**src/rtl/fetch_unit_if.sv**
```systemverilog
// rtl/fetch_unit_if.sv - fetch stage bundle: branch/stall control, instruction memory port, IF/ID outputs
interface fetch_unit_if;
    logic        stall;
    logic        br_taken;
    logic [15:0] br_target;
    logic [15:0] ins_in;
    logic [15:0] pc_out;
    logic [15:0] id_ins;
    logic [15:0] id_pc;
    logic        id_valid;
    logic [1:0]  id_opcode;
    logic [2:0]  id_rs;
    logic [2:0]  id_rt;
    logic [2:0]  id_rd;
    logic [7:0]  id_imm;
    logic [15:0] fetch_count;

    modport master (
        output stall, br_taken, br_target, ins_in,
        input  pc_out, id_ins, id_pc, id_valid,
        input  id_opcode, id_rs, id_rt, id_rd, id_imm, fetch_count
    );

    modport slave (
        input  stall, br_taken, br_target, ins_in,
        output pc_out, id_ins, id_pc, id_valid,
        output id_opcode, id_rs, id_rt, id_rd, id_imm, fetch_count
    );
endinterface

```
**src/rtl/fetch_unit.sv**
```systemverilog
// rtl/fetch_unit.sv - instruction fetch stage with PC, IF/ID register and predecode
module fetch_unit #(
    parameter int          MEM_BYTES = 100,
    parameter logic [15:0] RESET_PC  = 16'h0000
) (
    input  logic        clk,
    input  logic        reset,
    fetch_unit_if.slave bus
);
    logic [15:0] pc_q, pc_d;
    logic [15:0] ins_q, ins_d;
    logic [15:0] idpc_q, idpc_d;
    logic        valid_q, valid_d;
    logic [15:0] cnt_q, cnt_d;
    logic [1:0]  opcode_q;
    logic [2:0]  rs_q, rt_q, rd_q;
    logic [7:0]  imm_q;

    logic [16:0] pc_plus2;
    logic [15:0] seq_pc;
    logic [15:0] tgt_al;
    logic [15:0] br_pc;

    // Widened by one bit so PC+2 near 0xFFFF still compares correctly against MEM_BYTES
    assign pc_plus2 = {1'b0, pc_q} + 17'd2;
    assign seq_pc   = (pc_plus2 >= 17'(MEM_BYTES)) ? 16'h0000 : pc_plus2[15:0];
    assign tgt_al   = {bus.br_target[15:1], 1'b0};
    assign br_pc    = ({1'b0, tgt_al} >= 17'(MEM_BYTES)) ? RESET_PC : tgt_al;

    always_comb begin
        pc_d    = pc_q;
        ins_d   = ins_q;
        idpc_d  = idpc_q;
        valid_d = valid_q;
        cnt_d   = cnt_q;
        if (bus.br_taken) begin
            // Redirect wins over a decode stall; the wrong-path word becomes a bubble
            pc_d    = br_pc;
            ins_d   = 16'h0000;
            valid_d = 1'b0;
        end else if (!bus.stall) begin
            pc_d    = seq_pc;
            ins_d   = bus.ins_in;
            idpc_d  = pc_q;
            valid_d = 1'b1;
            cnt_d   = cnt_q + 16'd1;
        end
    end

    always_ff @(posedge clk) begin
        if (reset) begin
            pc_q     <= RESET_PC;
            ins_q    <= 16'h0000;
            idpc_q   <= 16'h0000;
            valid_q  <= 1'b0;
            cnt_q    <= 16'h0000;
            opcode_q <= 2'b00;
            rs_q     <= 3'b000;
            rt_q     <= 3'b000;
            rd_q     <= 3'b000;
            imm_q    <= 8'h00;
        end else begin
            pc_q     <= pc_d;
            ins_q    <= ins_d;
            idpc_q   <= idpc_d;
            valid_q  <= valid_d;
            cnt_q    <= cnt_d;
            opcode_q <= ins_d[15:14];
            rs_q     <= ins_d[13:11];
            rt_q     <= ins_d[10:8];
            rd_q     <= ins_d[7:5];
            imm_q    <= ins_d[7:0];
        end
    end

    assign bus.pc_out      = pc_q;
    assign bus.id_ins      = ins_q;
    assign bus.id_pc       = idpc_q;
    assign bus.id_valid    = valid_q;
    assign bus.fetch_count = cnt_q;
    assign bus.id_opcode   = opcode_q;
    assign bus.id_rs       = rs_q;
    assign bus.id_rt       = rt_q;
    assign bus.id_rd       = rd_q;
    assign bus.id_imm      = imm_q;
endmodule

```
**src/flat_wrapper.sv**
```systemverilog
// flat-port wrapper written by rule: the top's interface ports become plain ports
module fetch_unit_flat 
#(
    parameter int          MEM_BYTES = 100,
    parameter logic [15:0] RESET_PC  = 16'h0000
)
  (clk, reset, bus_stall, bus_br_taken, bus_br_target, bus_ins_in, bus_pc_out, bus_id_ins, bus_id_pc, bus_id_valid, bus_id_opcode, bus_id_rs, bus_id_rt, bus_id_rd, bus_id_imm, bus_fetch_count);
  fetch_unit_if bus_i ();
  input  logic clk;
  input  logic reset;
  input wire logic [$bits(bus_i.stall)-1:0] bus_stall;
  input wire logic [$bits(bus_i.br_taken)-1:0] bus_br_taken;
  input wire logic [$bits(bus_i.br_target)-1:0] bus_br_target;
  input wire logic [$bits(bus_i.ins_in)-1:0] bus_ins_in;
  output wire logic [$bits(bus_i.pc_out)-1:0] bus_pc_out;
  output wire logic [$bits(bus_i.id_ins)-1:0] bus_id_ins;
  output wire logic [$bits(bus_i.id_pc)-1:0] bus_id_pc;
  output wire logic [$bits(bus_i.id_valid)-1:0] bus_id_valid;
  output wire logic [$bits(bus_i.id_opcode)-1:0] bus_id_opcode;
  output wire logic [$bits(bus_i.id_rs)-1:0] bus_id_rs;
  output wire logic [$bits(bus_i.id_rt)-1:0] bus_id_rt;
  output wire logic [$bits(bus_i.id_rd)-1:0] bus_id_rd;
  output wire logic [$bits(bus_i.id_imm)-1:0] bus_id_imm;
  output wire logic [$bits(bus_i.fetch_count)-1:0] bus_fetch_count;
  assign bus_i.stall = bus_stall;
  assign bus_i.br_taken = bus_br_taken;
  assign bus_i.br_target = bus_br_target;
  assign bus_i.ins_in = bus_ins_in;
  assign bus_pc_out = bus_i.pc_out;
  assign bus_id_ins = bus_i.id_ins;
  assign bus_id_pc = bus_i.id_pc;
  assign bus_id_valid = bus_i.id_valid;
  assign bus_id_opcode = bus_i.id_opcode;
  assign bus_id_rs = bus_i.id_rs;
  assign bus_id_rt = bus_i.id_rt;
  assign bus_id_rd = bus_i.id_rd;
  assign bus_id_imm = bus_i.id_imm;
  assign bus_fetch_count = bus_i.fetch_count;
  fetch_unit #(.MEM_BYTES(MEM_BYTES), .RESET_PC(RESET_PC)) u_core (.clk(clk), .reset(reset), .bus(bus_i));
endmodule
```
**config.mk**
```make
export PLATFORM = sky130hd
export DESIGN_NAME = fetch_unit_flat
export DESIGN_NICKNAME = d
export VERILOG_FILES = /design/src/rtl/fetch_unit_if.sv /design/src/rtl/fetch_unit.sv /design/src/flat_wrapper.sv
export SDC_FILE = /design/constraint.sdc
export NUM_CORES = 1
export LEC_CHECK = 0
export CAP_MARGIN = 10
export CELL_PAD_IN_SITES_DETAIL_PLACEMENT = 0
export CELL_PAD_IN_SITES_GLOBAL_PLACEMENT = 1
export CORE_MARGIN = 2
export CORE_UTILIZATION = 33
export CTS_CLUSTER_DIAMETER = 30
export DETAILED_ROUTE_END_ITERATION = 16
export GPL_ROUTABILITY_DRIVEN = 0
export PLACE_DENSITY_LB_ADDON = 0.1
export SYNTH_ARGS = -nofsm -noshare
export SYNTH_HDL_FRONTEND = slang
export SYNTH_SLANG_ARGS = --single-unit
```
**constraint.sdc**
```tcl
create_clock -name clk -period 2.6 [get_ports clk]
set_input_delay 0.65 -clock clk [delete_from_list [all_inputs] [get_ports clk]]
set_output_delay 0.65 -clock clk [all_outputs]
set_load 0.005 [all_outputs]
```
### M3 wires, run 1

Drawn at 4 px/µm.
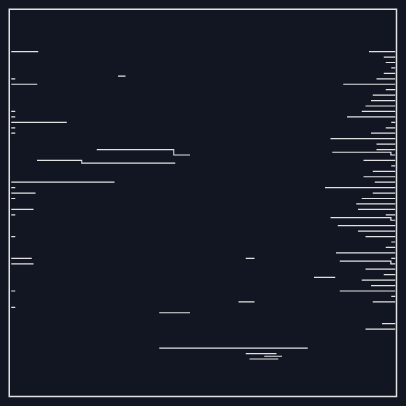
77 nets have wire on it. The wires run mostly horizontal. The longest straight run is 36.8 µm. The layer carries 544 µm of wire. The layer holds 7.1% of the routed length.
GR Util met3: 0.0365
final wirelength: 7600 µm
vias post-DR: 2,500

### Clock wires, drivers and flops, run 1

Drawn at 4 px/µm.
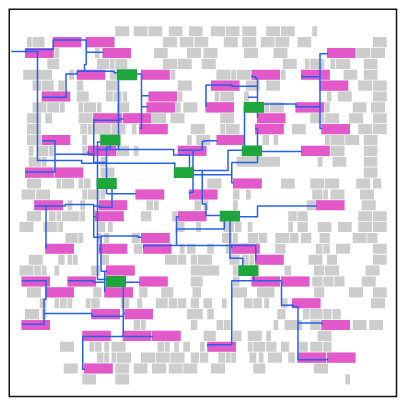
Key: cells driving clock nets = green [count 9]; clock wires = blue [length 845 µm]; flip-flops = magenta [count 63]
Position of the flops: spread over the die. There are 10 routed clock nets.
skew final: 0.00526 ns
Clock Power Share: 0.406
Clk Latency, worst-skew pair: 0.32 ns
clk pwr: 797 µW

### Clock wiring as the flow saved it, run 1

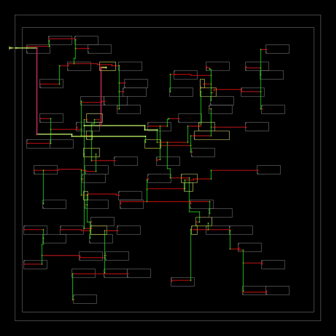
flip-flops: 63
# clk buffers: 11
Num CTS Buffers: 9
# clock sinks: 63

==> ci_impl_report.md, run 1 <==
### Metrics collected by this job

| Metric | Value |
|---|---|
| Status | `completed` |
| Startpoint types | `flip-flop` |
| Vias in the first global route | `2,342` |
| Drt first pass iters | `6` |
| Metal-1 WL | `3580 µm` |
| Setup crit end kind | `output port` |
| Critical Setup Path Class | `reg2out` |
| Hold WC Path Type | `reg2reg` |
| DRC viols | `0` |
| Largest area contributor in the netlist | `dfxtp_1` |
| Busiest layer in global routing | `met2` |
| Yosys simple share | `0.221` |
| P_sw | `442 µW` |
| Area grow syn2layout | `46.2%` |
| Input/output buffers | `116` |
| Die X | `96.4 µm` |
| Root buf cell | `clkbuf_8` |
| GRT met1 Usage | `0.218` |
| DR iter-0 viols | `88` |
| Post-Synthesis Cells | `321` |
| Final Critical Period | `2.17 ns` |
| Post-CTS repair timing setup buffer count | `0` |
| Initial Util | `0.341` |
| Register share of total power | `0.503` |
| Crit-path cells | `clkdlybuf4s50_1` |
| Final hold slack | `0.447 ns` |
| Worst setup path start | `u_core.bus.pc_out[4]` |
| Number of flip-flops in the largest register | `16` |
| CTS tree | `done` |
| Combinational gate count | `216` |
| Static leakage | `1.47 nW` |
| R2r setup slk | `0.51 ns` |
| Internal Power | `1.52 mW` |
| WP depth | `1` |
| CP endpoint | `bus_pc_out[4]` |
| Yosys xor share | `0.0652` |
| Nets | `459` |
-- run 1: worst min path at each step --
stage | start | end | slack (ns) | depth (start not counted)
2_1_floorplan | u_core.bus.id_valid | u_core.bus.id_valid | 0.45 | 2
3_3_place_gp | u_core.bus.id_valid | u_core.bus.id_valid | 0.44 | 2
3_5_place_dp | u_core.bus.id_valid | u_core.bus.id_valid | 0.44 | 2
4_1_cts | u_core.bus.id_valid | u_core.bus.id_valid | 0.45 | 2
5_1_grt | u_core.bus.id_valid | u_core.bus.id_valid | 0.48 | 2
6_report | u_core.bus.id_valid | u_core.bus.id_valid | 0.45 | 2
==> run 2, diff against run 1 <==
--- a/config.mk
+++ b/config.mk
@@ -9,7 +9,7 @@
 export CELL_PAD_IN_SITES_DETAIL_PLACEMENT = 0
 export CELL_PAD_IN_SITES_GLOBAL_PLACEMENT = 1
 export CORE_MARGIN = 2
-export CORE_UTILIZATION = 33
+export CORE_UTILIZATION = 27
 export CTS_CLUSTER_DIAMETER = 30
 export DETAILED_ROUTE_END_ITERATION = 16
 export GPL_ROUTABILITY_DRIVEN = 0
==> constraint.sdc (replaced) <==
create_clock -name clk -period 1.9 [get_ports clk]
set_input_delay 0.475 -clock clk [delete_from_list [all_inputs] [get_ports clk]]
set_output_delay 0.475 -clock clk [all_outputs]
set_load 0.005 [all_outputs]
==> run 2 against run 1 <==
  * Via count is 5.0% higher
  * Flip-flop count stayed put
  * Clock-buffer cell count stayed put
  * First-iteration DRC count is 4.5% lower
  * Hold slack better by 0.0049 ns
  * Largest cell class is now non-clock buffers
  * Clock skew is 0.0073 ns higher
  * Total power is 43% higher
  * Routed wire length is 5.0% higher
  * Critical path depth is 1 higher
  * Non-clock buffer count is 20 higher
==> ci_impl_report.md, run 2 <==
### Metrics collected by this job

| Metric | Value |
|---|---|
| # clk buffers | `11` |
| R2r setup slk | `0.12 ns` |
| Critical Setup Path Class | `reg2out` |
| CTS tree | `done` |
| Yosys xor share | `0.0652` |
| Final hold slack | `0.452 ns` |
| # clock sinks | `63` |
| Drt first pass iters | `5` |
| Num CTS Buffers | `9` |
| Worst setup path start | `u_core.bus.pc_out[3]` |
| Final Critical Period | `1.84 ns` |
| Largest area contributor in the netlist | `dfxtp_1` |
| Post-CTS repair timing setup buffer count | `0` |
| Input/output buffers | `116` |
| Vias in the first global route | `2,522` |
| Hold WC Path Type | `reg2reg` |
| Post-Synthesis Cells | `321` |
| GR Util met3 | `0.0386` |
| DR iter-0 viols | `84` |
| DRC viols | `0` |
| Number of flip-flops in the largest register | `16` |
| Crit-path cells | `buf_4 > clkdlybuf4s50_1` |
| Skew final | `0.0125 ns` |
| Static leakage | `1.61 nW` |
| Metal-1 WL | `3990 µm` |
| Min-delay src | `u_core.bus.id_valid` |
| Flip-flops | `63` |
| Vias post-DR | `2,626` |
| Final wirelength | `7990 µm` |
| Combinational gate count | `216` |
| GRT met1 Usage | `0.212` |
| Status | `completed` |
## run 2: cell counts after synthesis
No cell type changed its count.
## run 2: power breakdown
part / total (mW) / switching, mW / internal [mW]
Combinational: 0.255 / 0.0993 / 0.156
Clock: 1.20 / 0.560 / 0.643
Sequential: 1.35 / 0.0135 / 1.33
## run 2: path summary, 6_finish.rpt
check | end | cells after the start
max | bus_pc_out[3] | 2
min reg2reg | u_core.bus.id_valid | 2
min | u_core.bus.id_valid | 2
max reg2reg | u_core.bus.pc_out[3] | 7
## run 2: logic make-up (layout without fill, tap and decap cells)
kind of cell,count (synthesis),after routing
AND-OR/OR-AND,42,42
flip-flops,63,63
multiplexers,17,17
buffers and inverters,43,167
other,1,2
adder cells (fa/ha/maj),2,2
XOR/XNOR,21,21
AND/OR/NAND/NOR,132,132
### Gate-type map, run 2

Drawn at 2 px/µm.
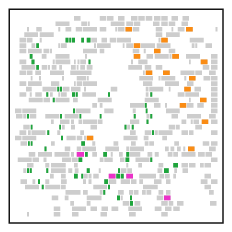
Key: multiplexers = orange [cells 17, most used mux2i_1]; NAND gates = green [cells 64, most used nand2_1]; AND-OR and OR-AND gates = magenta [cells 4, where south]
Final Non-Filler Cells: 582
dominant logic cell type in the layout: clkdlybuf4s50_1
logic share of the area: 0.301

### Clock wires, drivers and flops, run 2

Drawn at 4 px/µm.
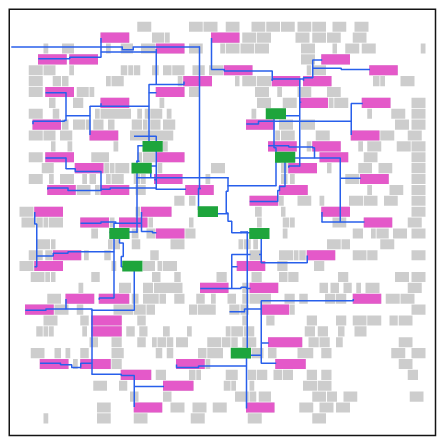
Key: cells driving clock nets = green [count 9]; clock wires = blue [length 981 µm]; flip-flops = magenta [count 63]
There are 10 routed clock nets.

Power and IR drop assume default switching activity.
